Figure 1. Placement density heat map (run 1).
(1.5 px per micron) The die is cut into 18 by 25 equal tiles; white is low, dark blue is high, 0 to 100% covered.
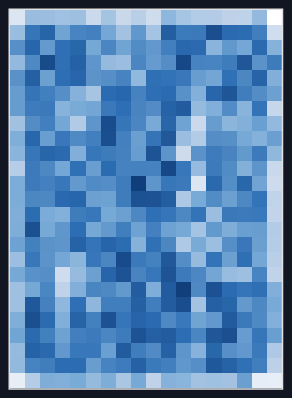
Figure 2. Metal 3 (run 1).
(2 px per micron) Cells faint in the background.
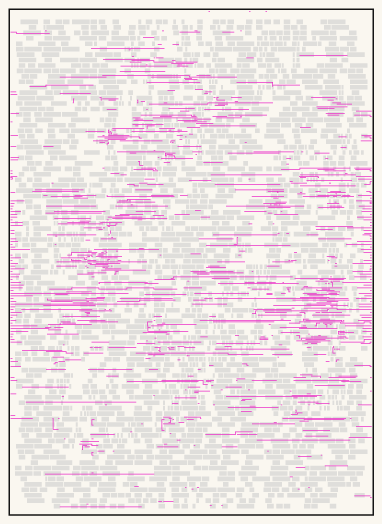
Figure 3. Clock wiring as the flow saved it (run 1).
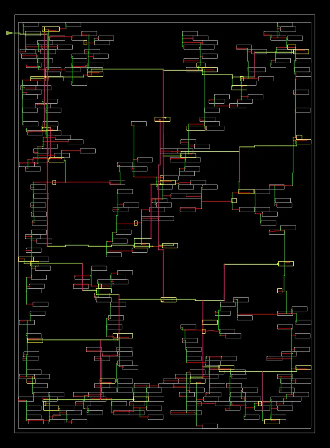
<file path="config.mk">
export PLATFORM = sky130hd
export DESIGN_NAME = fetch_buf_reader_flat
export DESIGN_NICKNAME = d
export VERILOG_FILES = /design/src/rtl/fetch_buf_reader_if.sv /design/src/rtl/fetch_buf_reader.sv /design/src/flat_wrapper.sv
export SDC_FILE = /design/constraint.sdc
export NUM_CORES = 1
export LEC_CHECK = 0
export CORE_ASPECT_RATIO = 1.4
export CORE_MARGIN = 2
export CORE_UTILIZATION = 49
export CTS_CLUSTER_SIZE = 40
export DETAILED_ROUTE_END_ITERATION = 10
export PLACE_DENSITY_LB_ADDON = 0.1
export SLEW_MARGIN = 10
export SYNTH_ARGS = -nofsm -noshare
export SYNTH_HDL_FRONTEND = slang
export SYNTH_SLANG_ARGS = --single-unit
export TNS_END_PERCENT = 10
</file>
<file path="constraint.sdc">
create_clock -name clk -period 3.5 [get_ports clk]
set_input_delay 0.7 -clock clk [delete_from_list [all_inputs] [get_ports clk]]
set_output_delay 0.7 -clock clk [all_outputs]
set_load 0.01 [all_outputs]
</file>
<file path="src/rtl/fetch_buf_reader_if.sv">
// Handshake bundle between the fetch side (master) and the buffer reader (slave).
// Carries line loads, flush redirect, decoder consume and the presented window.
interface fetch_buf_reader_if #(
    parameter int LINE_BYTES = 16,
    parameter int PTR_W      = 5
);
    logic [1:0]              ld_buf;
    logic [8*LINE_BYTES-1:0] line_data;
    logic                    flush;
    logic [PTR_W-2:0]        flush_off;
    logic                    dec_ack;
    logic [3:0]              dec_len;
    logic [8*LINE_BYTES-1:0] win_data;
    logic                    win_valid;
    logic [1:0]              rel;
    logic [1:0]              occ;
    logic [PTR_W-1:0]        ptr;

    modport master (
        output ld_buf, line_data, flush, flush_off, dec_ack, dec_len,
        input  win_data, win_valid, rel, occ, ptr
    );

    modport slave (
        input  ld_buf, line_data, flush, flush_off, dec_ack, dec_len,
        output win_data, win_valid, rel, occ, ptr
    );
endinterface

</file>
<file path="src/rtl/fetch_buf_reader.sv">
// Two-half 32-byte circular fetch buffer: presents a 16-byte window at the decode
// pointer, advances it per decoded instruction and pulses rel when a half drains.
module fetch_buf_reader #(
    parameter int LINE_BYTES = 16,
    parameter int PTR_W      = 5
) (
    input logic               clk,
    input logic               rst_n,
    fetch_buf_reader_if.slave bus
);
    localparam int LINE_W = 8 * LINE_BYTES;

    logic [1:0][LINE_W-1:0] r_buf;
    logic [1:0]             r_occ;
    logic [1:0]             r_rel;
    logic [PTR_W-1:0]       r_ptr;

    logic                   w_half;
    logic [PTR_W-2:0]       w_off;
    logic                   w_win_valid;
    logic                   w_consume;
    logic [PTR_W-1:0]       w_np;
    logic                   w_cross;
    logic [1:0]             w_occ_nxt;
    logic [1:0]             w_rel_nxt;
    logic [4*LINE_W-1:0]    w_dbl;
    logic [PTR_W+3:0]       w_shift;

    assign w_half      = r_ptr[PTR_W-1];
    assign w_off       = r_ptr[PTR_W-2:0];
    assign w_win_valid = (r_occ[w_half] && (w_off == '0)) || (&r_occ);
    assign w_consume   = bus.dec_ack && w_win_valid && (bus.dec_len != 4'd0);
    assign w_np        = r_ptr + {1'b0, bus.dec_len};
    assign w_cross     = w_consume && (w_np[PTR_W-1] != w_half);

    // Doubling the buffer turns the mod-32 byte rotate into a single part-select.
    assign w_dbl   = {r_buf, r_buf};
    assign w_shift = {1'b0, r_ptr, 3'b000};

    always_comb begin
        w_occ_nxt = r_occ;
        w_rel_nxt = 2'b00;
        if (w_cross) begin
            w_occ_nxt[w_half] = 1'b0;
            w_rel_nxt[w_half] = 1'b1;
        end
        // A load into a half drained on the same edge wins over the drain.
        w_occ_nxt = w_occ_nxt | bus.ld_buf;
    end

    always_ff @(posedge clk or negedge rst_n) begin
        if (!rst_n) begin
            r_buf <= '0;
            r_occ <= 2'b00;
            r_rel <= 2'b00;
            r_ptr <= '0;
        end else if (bus.flush) begin
            r_occ <= 2'b00;
            r_rel <= 2'b00;
            r_ptr <= {1'b0, bus.flush_off};
        end else begin
            r_occ <= w_occ_nxt;
            r_rel <= w_rel_nxt;
            if (w_consume) begin
                r_ptr <= w_np;
            end
            if (bus.ld_buf[0]) begin
                r_buf[0] <= bus.line_data;
            end
            if (bus.ld_buf[1]) begin
                r_buf[1] <= bus.line_data;
            end
        end
    end

    assign bus.win_data  = w_dbl[w_shift +: LINE_W];
    assign bus.win_valid = w_win_valid;
    assign bus.rel       = r_rel;
    assign bus.occ       = r_occ;
    assign bus.ptr       = r_ptr;
endmodule

</file>
<file path="src/flat_wrapper.sv">
// flat-port wrapper written by rule: the top's interface ports become plain ports
module fetch_buf_reader_flat 
#(
    parameter int LINE_BYTES = 16,
    parameter int PTR_W      = 5
)
  (clk, rst_n, bus_ld_buf, bus_line_data, bus_flush, bus_flush_off, bus_dec_ack, bus_dec_len, bus_win_data, bus_win_valid, bus_rel, bus_occ, bus_ptr);
  fetch_buf_reader_if #(.LINE_BYTES(LINE_BYTES), .PTR_W(PTR_W)) bus_i ();
  input logic clk;
  input logic rst_n;
  input wire logic [$bits(bus_i.ld_buf)-1:0] bus_ld_buf;
  input wire logic [$bits(bus_i.line_data)-1:0] bus_line_data;
  input wire logic [$bits(bus_i.flush)-1:0] bus_flush;
  input wire logic [$bits(bus_i.flush_off)-1:0] bus_flush_off;
  input wire logic [$bits(bus_i.dec_ack)-1:0] bus_dec_ack;
  input wire logic [$bits(bus_i.dec_len)-1:0] bus_dec_len;
  output wire logic [$bits(bus_i.win_data)-1:0] bus_win_data;
  output wire logic [$bits(bus_i.win_valid)-1:0] bus_win_valid;
  output wire logic [$bits(bus_i.rel)-1:0] bus_rel;
  output wire logic [$bits(bus_i.occ)-1:0] bus_occ;
  output wire logic [$bits(bus_i.ptr)-1:0] bus_ptr;
  assign bus_i.ld_buf = bus_ld_buf;
  assign bus_i.line_data = bus_line_data;
  assign bus_i.flush = bus_flush;
  assign bus_i.flush_off = bus_flush_off;
  assign bus_i.dec_ack = bus_dec_ack;
  assign bus_i.dec_len = bus_dec_len;
  assign bus_win_data = bus_i.win_data;
  assign bus_win_valid = bus_i.win_valid;
  assign bus_rel = bus_i.rel;
  assign bus_occ = bus_i.occ;
  assign bus_ptr = bus_i.ptr;
  fetch_buf_reader #(.LINE_BYTES(LINE_BYTES), .PTR_W(PTR_W)) u_core (.clk(clk), .rst_n(rst_n), .bus(bus_i));
endmodule
</file>
==> CHANGELOG.md, run 1 <==
## Implementation

* Synth Warn # at 0
* Post-synth mux share at 0.461
* Most numerous logic cells after layout: mux2_2, dfrtp_1, mux2i_1
* Fin. Hold Viols at 0
* Fmax at 265 MHz
* Routed wire per std cell at 30.3 microns
* Die X at 181 microns
* Met1 WL at 30100 microns
* Critical R2R Capture: u_core.bus.occ[1]
* Failing checks: setup timing
* Buffers added on ports at 279
* Dominant logic cell type in the layout: mux2_2
* Die Y at 252 microns
* CP max FO at 6
* Drt pass-1 iters at 8
* Vias in the first global route at 19800
* Simple Share, Synth at 0.0642
* Crit Path Class: flop to primary output
* Syn Nets at 2056
* DRC viols at 0
* DP Area at 25600 sq um
* Crit path time final at 3.77 ns
* Longest Clk Path Bufs at 3
* Setup TNS at -10.11 ns
* Gr ovfl total at 0
* Die area at 45700 sq um
* Nets at 2409
* Main logic family: multiplexers
* Final Slew Violations at 0
* Cells after Synth at 1909
* Met2 WL at 43000 microns
* Clk ins delay skew pair at 0.58 ns
* Total GRT Usage at 0.370
* CTS Buf Count at 29
* Synth Area per Inst at 11.3 sq um
* Site Rows at 90
* Max rail drop VDD at 555 uV
* CP Data Required Time at 2.80 ns
* XOR/XNOR Fraction of Synth Area at 0.000813
* Final WS setup at -0.269 ns
* Ports at 280
* 1st-iter DRT viols at 1954
* Share of post-route cells with drive strength above 1 at 0.423
* Ys flops at 265
* Via-per-instance ratio at 6.85
* Post-DP HPWL at 62000 microns
* PwrDens at 676 nW/um^2
* Ys cells at 1909
* Cell variety after synth at 58
* Setup crit end kind: primary output
* Synth Area in Adders at 0.00325
* Initial antenna violation count at 5
* Final setup viols at 103
* Final GP Congestion at 1.03
* Clock skew at 0.00492 ns
* Slew of the pin with the lowest slew margin at 0.773 ns
* RR Startpoint: u_core.bus.ptr[1]
* Largest net degree at the start of global routing at 95
* Fin crit share at 1.08
* WL met3 at 6220 microns
* Post-synth seq share at 0.308
* DP Cell Count at 2719
* Total power at 19.0 mW
* Tool warnings at 28
* Worst-path clk slew at 0.06 ns
* Synthesized cell area at 21500 sq um
* Reg2Reg Depth at 9
* Flip-flops with a built-in enable at 0
* Unrepaired setup endpoints after global routing: true
* Outcome: complete, but fails checks
* Asr flop ratio synth at 1.00
* Ys flop type: dfrtp_1
* CP arrival at 3.07 ns
* Final Non-Filler Cells at 2837
* Reg2Reg Setup Slack at 0.78 ns
* First-pass GRT wire length at 127000 microns
About Figure 1:
fullest tile	95%
mean over tiles	60%
nearly empty tiles	0.20%
final core occ: 0.650
fp_density: 0.498
Core Box Area: 43200 sq um

About Figure 2:
main direction	horizontal
wire length on this layer	6220 microns
total number of vias: 19400
drt total wl: 86000 microns
GR Util met3: 0.0602

About Figure 3:
Clk power: 2.98 mW
# clk buffers: 35
clock sink count: 265

run 1: per-stage QoR:
step	setup WS, ns	hold slack (ns)
floorplan	0.762	0.404
global placement	0.0690	0.510
detailed placement	0.0320	0.523
CTS	-0.192	0.155
global route	-0.260	0.154
finish	-0.269	0.101
run 1: per-layer routing:
layer  up-vias  GRT usage
li1       8149          -
met1      9796      0.419
met2      1149      0.643
met3       338     0.0602
met4         0      0.253
met5         -          0
run 1: layout make-up:
class	instances	area [sq um]
fillers	3497	15100
multi-input cells	1460	14700
flip-flops and latches	265	6650
repair buffers	501	5180
clock buffers	35	788
well taps	552	691
clock inverters	13	101
inverters	5	27.5
diodes	6	15.0
run 1: sequential cells by signal (all words and copies together) (netlist names):
signal / flops
u_core.bus.occ: 2
u_core.bus.ptr: 5
u_core.bus.rel: 2
u_core.r_buf: 256
run 1: synth_stat cells, drive strengths merged, types with 5 or more instances:
| cell | n | share of area |
|---|---|---|
| mux2 | 346 | 0.18 |
| mux2i | 242 | 0.11 |
| nand3 | 11 | 0.0026 |
| dfrtp | 265 | 0.31 |
| o221ai | 17 | 0.0069 |
| a221oi | 42 | 0.017 |
| and2 | 6 | 0.0019 |
| nand2b | 5 | 0.0015 |
| buf | 104 | 0.034 |
| o2bb2ai | 7 | 0.0028 |
| mux4 | 158 | 0.17 |
| clkbuf | 76 | 0.013 |
| a222oi | 16 | 0.0074 |
| o22ai | 34 | 0.0099 |
| nor2 | 136 | 0.024 |
| a22oi | 22 | 0.0077 |
| nand2 | 162 | 0.028 |
| a22o | 6 | 0.0024 |
| nor2b | 9 | 0.0026 |
| o22a | 5 | 0.0020 |
| o21ai | 88 | 0.020 |
| o211ai | 7 | 0.0024 |
| a21oi | 66 | 0.015 |
| a211oi | 29 | 0.010 |
run 1: worst max-delay path: stages, from the launching register on:
cell and delay (ns):
dfrtp_4 0.47, buf_12 0.14, buf_12 0.14, mux4_1 0.66, mux2i_1 0.24, nor2_1 0.10
a211oi_1 0.30, a211oi_2 0.11, dlygate4sd2_1 0.32
run 1: repair_timing:
action,CTS,global route
hold buffers,0,0
pin swaps,30,16
resized,336,179
cloned,11,5
buffers inserted,28,22
setup endpoints to repair,129,129
run 1: where the power goes:
part | switching (mW) | internal, mW | total, mW
clock network | 1.32 | 1.66 | 2.98
registers | 0.752 | 3.52 | 4.28
logic | 6.02 | 5.73 | 11.8
run 1: logic make-up (layout without fill, tap and decap cells):
kind of cell / after synthesis / in the layout
AOI/OAI and AO/OA: 365 / 365
muxes: 746 / 746
and+or+nand+nor: 341 / 342
buffers and inverters: 185 / 554
adders and majority gates: 5 / 5
xor gates and xnor gates: 2 / 2
other: 0 / 6
DFF: 265 / 265
run 1: worst max-delay path by stage:
stage | startpoint | slack [ns] | endpoint | cells past startpoint
finish | u_core.bus.ptr[2] | -0.27 | bus_win_data[59] | 8
global route | u_core.bus.ptr[1] | -0.26 | bus_win_data[38] | 8
CTS | u_core.bus.ptr[2] | -0.19 | bus_win_data[82] | 9
detailed placement | u_core.bus.ptr[2] | 0.03 | bus_win_data[45] | 8
global placement | u_core.bus.ptr[4] | 0.07 | bus_win_data[109] | 7
floorplan | u_core.bus.ptr[2] | 0.76 | bus_win_data[117] | 9
## Run 2: what changed since run 1
Settings changed: SLEW_MARGIN 10 to 15.
Figure 4. Placement density heat map (run 2).
(1.5 px per micron) The die is cut into 18 by 25 equal tiles; white is low, dark blue is high, 0 to 100% covered.
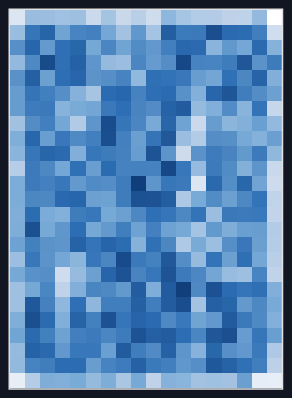
fullest tile	95%
tiles over 75% full	20%
mean over tiles	60%
nearly empty tiles	0.20%

==> run 2 against run 1 <==
  * The flow still finishes with violations (setup timing)
  * Clock skew is the same
  * Register-to-register slack is essentially flat
  * Routed wire length is the same
  * Non-clock buffer count is the same
==> CHANGELOG.md, run 2 <==
## Implementation

* Fill count at 3497
* Max reg flops at 256
* Largest area contributor in the netlist: dfrtp_1
* Clock skew at 0.00492 ns
* Synth top cells by count: mux2_2, dfrtp_1, mux2i_1
* Die Y at 252 microns
* Top cells by area, synth: dfrtp_1, mux2_2, mux4_2, mux2i_1, nand2_1
* Crit Path Class: flop to primary output
* Post-DP HPWL at 62000 microns
* Clock sink count at 265
* CP Launch Type: flop
* Final Slew Violations at 0
* CP max FO at 6
* DP Cell Count at 2719
* Cell variety after synth at 58
* Ports at 280
* Flip-flops with a built-in enable at 0
* P&R area growth vs syn at 30.5%
* Final GP Congestion at 1.03
* Fin. Hold Viols at 0
* Dominant logic cell type in the layout: mux2_2
* Relative slew margins at 0.485
* Via-per-instance ratio at 6.85
* Total GRT Usage at 0.370
* Yosys top cell area share at 0.308
* Fin crit share at 1.08
* Yosys Chip Area at 21500 sq um
* Die area at 45700 sq um
* Max rail drop VDD at 555 uV
* Buffers added on ports at 279
* Syn Nets at 2056
* Drt total wl at 86000 microns
* Fp_density at 0.498
* Fmax at 265 MHz
* Longest Clk Path Bufs at 3
* CP Data Required Time at 2.80 ns
* Cts hold-fix bufs at 0
* Max Cap Viol at 0
* Synth Area per Inst at 11.3 sq um
* Root Buffer: clkbuf_16
* First-pass GRT wire length at 127000 microns
* P_leak at 11.4 nW
* Ys cells at 1909
* Setup crit end kind: primary output
* Synthesized cell area at 21500 sq um
* PwrDens at 676 nW/um^2
* Layout Cell Area excl Fill at 28100 sq um
* Final WS setup at -0.269 ns
* Failing checks: setup timing
* Unrepaired setup endpoints after global routing: true
* Share of post-route cells with drive strength above 1 at 0.423
* Worst-path clk slew at 0.06 ns
* 1st-iter DRT viols at 1954
* Gr ovfl total at 0
* Final Non-Filler Cells at 2837
* Final ANT Viol Nets at 0
* Clock H-tree levels at 1
* Tool warnings at 28
* Nets at 2409
* Die X at 181 microns
* Drt pass-1 iters at 8
* Asr flop ratio synth at 1.00
* Most numerous logic cells after layout: mux2_2, dfrtp_1, mux2i_1
* Clk ins delay skew pair at 0.58 ns
* CTS Buf Count at 29
* Routed wire per std cell at 30.3 microns
* Total number of vias at 19400
* Post-synth seq share at 0.308
* Final setup viols at 103
* CTS tree: yes
* Vias in the first global route at 19800
* Largest reg by FF count: u_core.r_buf
* Synth Warn # at 0
* Cells after Synth at 1909
* Most common cell in the netlist: mux2_2
* Slew of the pin with the lowest slew margin at 0.773 ns
* DP Area at 25600 sq um
* CP arrival at 3.07 ns
* Min-delay worst type: input port to asynchronous set/reset pin
* DRC viols at 0
* Initial antenna violation count at 5
* Site Rows at 90
* Ys flops at 265
* Outcome: complete, but fails checks
* Ys flop type: dfrtp_1
* Largest net degree at the start of global routing at 95
* Crit path time final at 3.77 ns
* Core Box Area at 43200 sq um
Figure 5. Metal 3 (run 2).
(2 px per micron) Cells faint in the background.
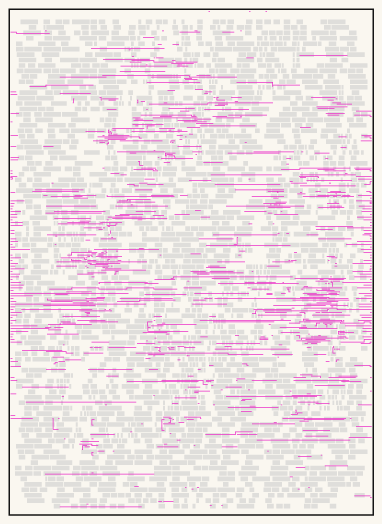
main direction	horizontal
share of all routed wire	7.2%
nets with wire on the layer	486
longest straight run	67.4 microns
wire length on this layer	6220 microns

run 2: cell counts in the layout (fill, tap and decap cells not counted):
No cell type changed its count.
run 2: stage by stage:
step | power (mW) | hold WS [ns] | TNS [ns] | worst slack (ns) | util
5_1_grt | 19.8 | 0.154 | -19.49 | -0.260 | 0.650
2_1_floorplan | 10.4 | 0.404 | 0 | 0.762 | -
3_5_place_dp | 15.0 | 0.523 | 0 | 0.0320 | 0.593
6_report | 19.0 | 0.101 | -10.11 | -0.269 | 0.650
4_1_cts | 18.3 | 0.155 | -14.69 | -0.192 | 0.637
3_3_place_gp | 14.9 | 0.510 | 0 | 0.0690 | 0.593
run 2: layer usage:
layer	part of all wire	GRT usage	up-vias
met3	0.072	0.0602	338
met1	0.35	0.419	9796
li1	-	-	8149
met2	0.50	0.643	1149
met5	0	0	-
met4	0.078	0.253	0
run 2: path summary, 6_finish.rpt:
check	cells past startpoint	slack [ns]	endpoint	from
max	8	-0.27	bus_win_data[59]	u_core.bus.ptr[2]
min	1	0.10	u_core.r_buf[104]	rst_n
max reg2reg	9	0.78	u_core.bus.occ[1]	u_core.bus.ptr[1]
min reg2reg	1	0.54	u_core.r_buf[249]	u_core.r_buf[249]
max in group asynchronous	2	2.48	u_core.bus.ptr[0]	rst_n
min in group clk	1	0.54	u_core.r_buf[249]	u_core.r_buf[249]
run 2: worst max-delay path, stage by stage, from the launching register on:
cell and delay (ns):
dfrtp_4 0.47, buf_12 0.14, buf_12 0.14, mux4_1 0.66, mux2i_1 0.24, nor2_1 0.10, a211oi_1 0.30, a211oi_2 0.11
dlygate4sd2_1 0.32
run 2: power breakdown:
part	leakage [nW]	internal (mW)	switching [mW]
Sequential	3.11	3.52	0.752
Clock	0.439	1.66	1.32
Combinational	7.82	5.73	6.02
run 2: area by class of cell:
| class | instances | area [sq um] | area share |
|---|---|---|---|
| multi-input cells | 1460 | 14700 | 0.522 |
| inverters | 5 | 27.5 | 0.000979 |
| diodes | 6 | 15.0 | 0.000534 |
| clock inverters | 13 | 101 | 0.00360 |
| flip-flops and latches | 265 | 6650 | 0.236 |
| clock buffers | 35 | 788 | 0.0280 |
| well taps | 552 | 691 | 0.0246 |
| repair buffers | 501 | 5180 | 0.184 |
run 2: repair_timing:
action	4_1_cts	5_1_grt
gates resized	336	179
pin swaps	30	16
gates cloned	11	5
setup buffers	28	22
endpoints found under the setup margin	129	129
run 2: cell families (layout without fill, tap and decap cells):
group                      after synthesis  in the layout  synth area share
buffers and inverters                  185            554            0.0486
DFF                                    265            265             0.308
AOI/OAI and AO/OA                      365            365             0.115
and+or+nand+nor                        341            342            0.0642
other                                    0              6                 0
adders and majority gates                5              5           0.00325
xor gates and xnor gates                 2              2          0.000813
muxes                                  746            746             0.461
Power is estimated from default activity; no workload was simulated.
